===== src/rtl/out_bit_sequencer.sv =====
// Byte-to-bit write sequencer: walks the set bits of a write mask LSB-first
// and presents one (addr, data) bit per cycle to the output selector.
module out_bit_sequencer (
   input  logic       clk,
   input  logic       rst,
   input  logic       reqValid,
   output logic       reqReady,
   input  logic [7:0] reqData,
   input  logic [7:0] reqMask,
   input  logic       writeDisable,
   output logic       data,
   output logic       write,
   output logic       CE,
   output logic [2:0] addr,
   output logic       busy,
   output logic       done
);

   typedef enum logic [1:0] {IDLE, RUN, DONE} state_t;

   state_t     state_q, state_d;
   logic [7:0] data_q, data_d;
   logic [7:0] pend_q, pend_d;
   logic [2:0] idx;
   logic       in_run;

   // Lowest pending bit wins, so bits always leave in ascending address order.
   always_comb begin
      idx = 3'd0;
      for (int i = 7; i >= 0; i--) begin
         if (pend_q[i]) idx = 3'(i);
      end
   end

   always_comb begin
      state_d = state_q;
      data_d  = data_q;
      pend_d  = pend_q;
      case (state_q)
         IDLE: begin
            if (reqValid) begin
               data_d  = reqData;
               pend_d  = reqMask;
               state_d = (reqMask == 8'h00) ? DONE : RUN;
            end
         end
         RUN: begin
            // writeDisable stalls the sequence in place; the bit is retried.
            if (!writeDisable) begin
               pend_d[idx] = 1'b0;
               if ((pend_q & ~(8'h01 << idx)) == 8'h00) state_d = DONE;
            end
         end
         DONE:    state_d = IDLE;
         default: state_d = IDLE;
      endcase
   end

   always_ff @(posedge clk or negedge rst) begin
      if (!rst) begin
         state_q <= IDLE;
         data_q  <= 8'h00;
         pend_q  <= 8'h00;
      end else begin
         state_q <= state_d;
         data_q  <= data_d;
         pend_q  <= pend_d;
      end
   end

   assign in_run   = (state_q == RUN);
   assign reqReady = (state_q == IDLE);
   assign busy     = (state_q != IDLE);
   assign done     = (state_q == DONE);
   assign CE       = in_run;
   assign addr     = in_run ? idx : 3'd0;
   assign data     = in_run ? data_q[idx] : 1'b0;
   assign write    = in_run & ~writeDisable;

endmodule


===== config.mk =====
export PLATFORM = sky130hd
export DESIGN_NAME = out_bit_sequencer
export DESIGN_NICKNAME = d
export VERILOG_FILES = /design/src/rtl/out_bit_sequencer.sv
export SDC_FILE = /design/constraint.sdc
export NUM_CORES = 1
export LEC_CHECK = 0
export ABC_CLOCK_PERIOD_IN_PS = 2700
export CAP_MARGIN = 15
export CELL_PAD_IN_SITES_DETAIL_PLACEMENT = 2
export CELL_PAD_IN_SITES_GLOBAL_PLACEMENT = 2
export CORE_MARGIN = 5
export CORE_UTILIZATION = 25
export CTS_BUF_LIST = sky130_fd_sc_hd__clkbuf_8
export DETAILED_ROUTE_END_ITERATION = 8
export PLACE_DENSITY = 0.73
export SYNTH_ARGS = -nofsm -noshare
export SYNTH_HDL_FRONTEND = slang
export SYNTH_SLANG_ARGS = --single-unit

===== constraint.sdc =====
create_clock -name clk -period 2.7 [get_ports clk]
set_clock_uncertainty 0.1 [all_clocks]
set_input_delay 0.54 -clock clk [delete_from_list [all_inputs] [get_ports clk]]
set_output_delay 0.54 -clock clk [all_outputs]
set_load 0.1 [all_outputs]

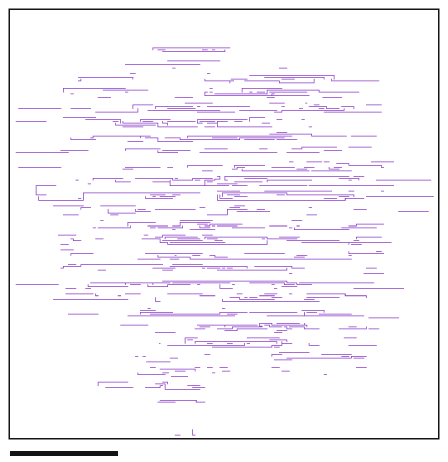
*The metal 1 layer*
Bar = 20 um.
nets with wire on the layer: 173
wire length on this layer: 2030 um

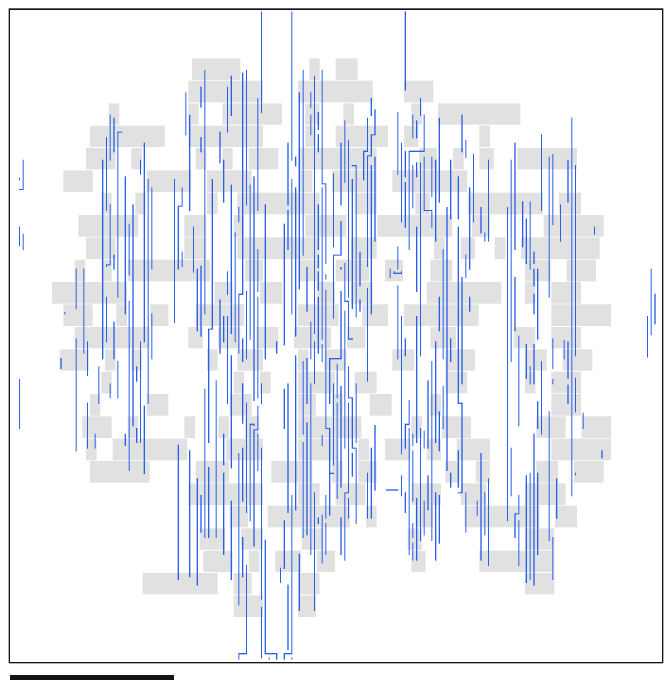
*Metal 2*
Bar = 20 um.
wire length on this layer: 2630 um
nets with wire on the layer: 185

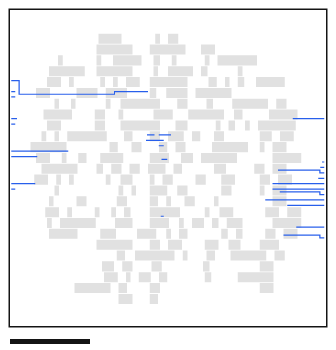
*Signal wires on met3*
Bar = 20 um.
wire length on this layer: 178 um
main direction: horizontal
nets with wire on the layer: 25
longest straight run: 23.9 um
met3 Track Usage GR: 2.608%
Via Count: 1247

## synth_stat cells, types with 3 or more instances
cell        n
a2111oi_0   4
a22o_1      3
a21oi_1     3
nor3_1      5
o22ai_1     4
o21ai_0     8
or2_2       4
buf_6       6
nor4_1      3
inv_1       7
clkbuf_1    4
mux2i_1     4
nor2_1     10
dfrtp_1    18
nand2_1    26
## per-stage QoR
step	cells	area (um2)	hold slack, ns	utilization [%]
global placement	221	1668	0.3624	35.55
global route	231	1892	0.4196	40.32
floorplan	136	1261	0.1444	-
CTS	227	1812	0.3887	38.61
detailed placement	221	1668	0.3630	35.55
finish	231	1892	0.3808	40.32
## flip-flops by register name (all words and copies together), names as in the netlist
| register | flops |
|---|---|
| pend_q | 8 |
| data_q | 8 |
| state_q | 2 |
## layer usage
| layer | share of wire (%) | vias to the layer above | global-route usage, % |
|---|---|---|---|
| met1 | 42 | 646 | 19.07 |
| li1 | - | 568 | - |
| met2 | 54 | 29 | 29.71 |
| met4 | 0.51 | 0 | 3.093 |
| met3 | 3.6 | 4 | 2.608 |
| met5 | 0 | - | 0 |
## what timing repair did
item / 4_1_cts / 5_1_grt
pin swaps: 2 / 0
hold endpoints to repair: 0 / 0
setup buffers: 2 / 4
endpoints found under the setup margin: 1 / 1
hold buffers: 0 / 0
resized: 15 / 10
## how the worst max path moves through the flow
stage / cells after the start / startpoint / to
after floorplan: 6 / pend_q[2]$_DFFE_PN0P_ / data
after global placement: 6 / pend_q[6]$_DFFE_PN0P_ / data
after detailed placement: 6 / pend_q[6]$_DFFE_PN0P_ / data
after CTS: 7 / pend_q[2]$_DFFE_PN0P_ / data
after global routing: 8 / pend_q[7]$_DFFE_PN0P_ / data
final: 5 / pend_q[3]$_DFFE_PN0P_ / data
## cell families after synthesis
kind of cell / after synthesis / share of synthesized area, %
multiplexers: 4 / 3.337
AND/OR/NAND/NOR: 58 / 23.15
flip-flops: 18 / 37.54
buffers and inverters: 19 / 11.37
AND-OR/OR-AND: 37 / 24.61
## worst register-to-register path, cell delays in order, from the launching register on
cell and delay [ns]:
dfrtp_2 0.47, or4_4 0.58, buf_4 0.20, nor4_1 0.31, a211oi_2 0.11, o41a_1 0.39
## area by class of cell
cell class / instances / area [um2] / share of cell area, %
clock buffer: 4 / 55.05 / 2.910
timing repair buffer: 49 / 494.2 / 26.12
sequential: 18 / 452.9 / 23.94
inverter: 7 / 26.28 / 1.389
tap: 54 / 67.56 / 3.571
multi-input combinational: 99 / 795.8 / 42.06
## layout by cell type, fill, tap and decap left out, types with 4 or more instances in the layout
cell type	netlist	final
nand2_1	26	26
or2_2	4	4
a2111oi_4	1	4
o21ai_0	8	8
clkbuf_8	0	4
buf_12	1	6
buf_4	1	23
inv_1	7	7
mux2i_1	4	4
nor2_1	10	8
dfrtp_1	18	16
clkdlybuf4s50_1	0	19
==> summary.txt <==
OpenROAD warning count -> 28
hpwl dp -> 3469 um
remaining antenna violation count -> 0
Pins Over Slew Limit -> 0
ys flop type -> dfrtp_1
reg2reg setup slack -> 0.43 ns
global-route wire length before repair -> 7686 um
Critical-path top delay cell -> or4_4
worst-margin pin slew -> 0.4300 ns
cell taking the most area after synthesis -> dfrtp_1
# Cells Yosys -> 136
Critical Path Max Stage Delay -> 0.58 ns
Post-synth EDFFs -> 0
initial antenna violation count -> 0
area grow syn2layout -> 57.66%
TritonCTS clock tree -> yes
Die W -> 79.28 um
Hold Crit Start -> data_q[5]$_DFFE_PN0P_
synth unique cells -> 36
Worst-path clk slew -> 0.08 ns
Synth warnings -> 0
cells after synthesis -> 136
antenna cells -> 0
Hold Crit Depth -> 2
crit-path max FO -> 7
worst path bufs/invs -> 1
clock root buffer -> clkbuf_8
post-synthesis async set-or-reset flop share -> 100.0%
Critical Path Sink Type -> output port
Setup Viol. Count Final -> 0
Pre-Place Util -> 25.57%
total grt overflow -> 0
# DRC -> 0
share of layout cells above drive strength 1 -> 36.16%
Max Fclk -> 374.1 MHz
clock buffer depth -> 2
vias in the first global route -> 1451
worst skew pair latency -> 0.27 ns
WP data arrival -> 2.03 ns
slew margin rel. -> 71.28%
io pins -> 29
RSZ-0062 raised after global routing -> yes
Die H -> 79.28 um
initial DRC count -> 84
pre-CTS WS -> 0.1691 ns
H-tree Lvls -> 1
Core Rows -> 25
die area -> 6285 um2
Synth flops -> 18
YS chip area -> 1200 um2
cells on worst reg2reg path -> 5
drt wl/cell -> 21.03 um
syn_nets -> 156
Layout Nets -> 198
gpl congestion -> 0.8438
worst hold-check path type -> reg -> reg
Detailed Routing Iterations Pass 1 -> 4
RR Startpoint -> pend_q[3]$_DFFE_PN0P_
Hold Crit Endpoint -> data_q[5]$_DFFE_PN0P_
Total Neg Setup Slack -> 0 ns
CTS Sinks -> 18
final wirelength -> 4857 um
final worst slack -> 0.02657 ns
max_cap viols -> 0
area share, top type -> 37.54%
All-Layer GR Usage -> 15.91%
WS Path Type -> reg -> out
period utilization -> 99.02%
Avg Inst Size Synth -> 8.823 um2
number of vias per cell -> 5.398
Final Hold Fails -> 0
worst r2r dst -> state_q[0]$_DFFE_PN0P_
crit path DRT -> 2.06 ns
CP Launch Type -> flop
Core Box Area -> 4692 um2
CP top delay family -> simple AND/OR/NAND/NOR gates
Fill cells -> 512
number of buffers created by CTS -> 3
clock period minus worst slack -> 2.673 ns
largest net degree at the start of global routing -> 24
Mapped Area -> 1200 um2
Synth Seq Share -> 37.54%
IO buf count -> 28
top cells by area -> dfrtp_1, nand2_1, buf_6
outcome -> finished, final reports clean
Cell Chain, Critical Path -> or4_4 > nor3_4 > o221ai_2 > o32ai_4 > buf_12
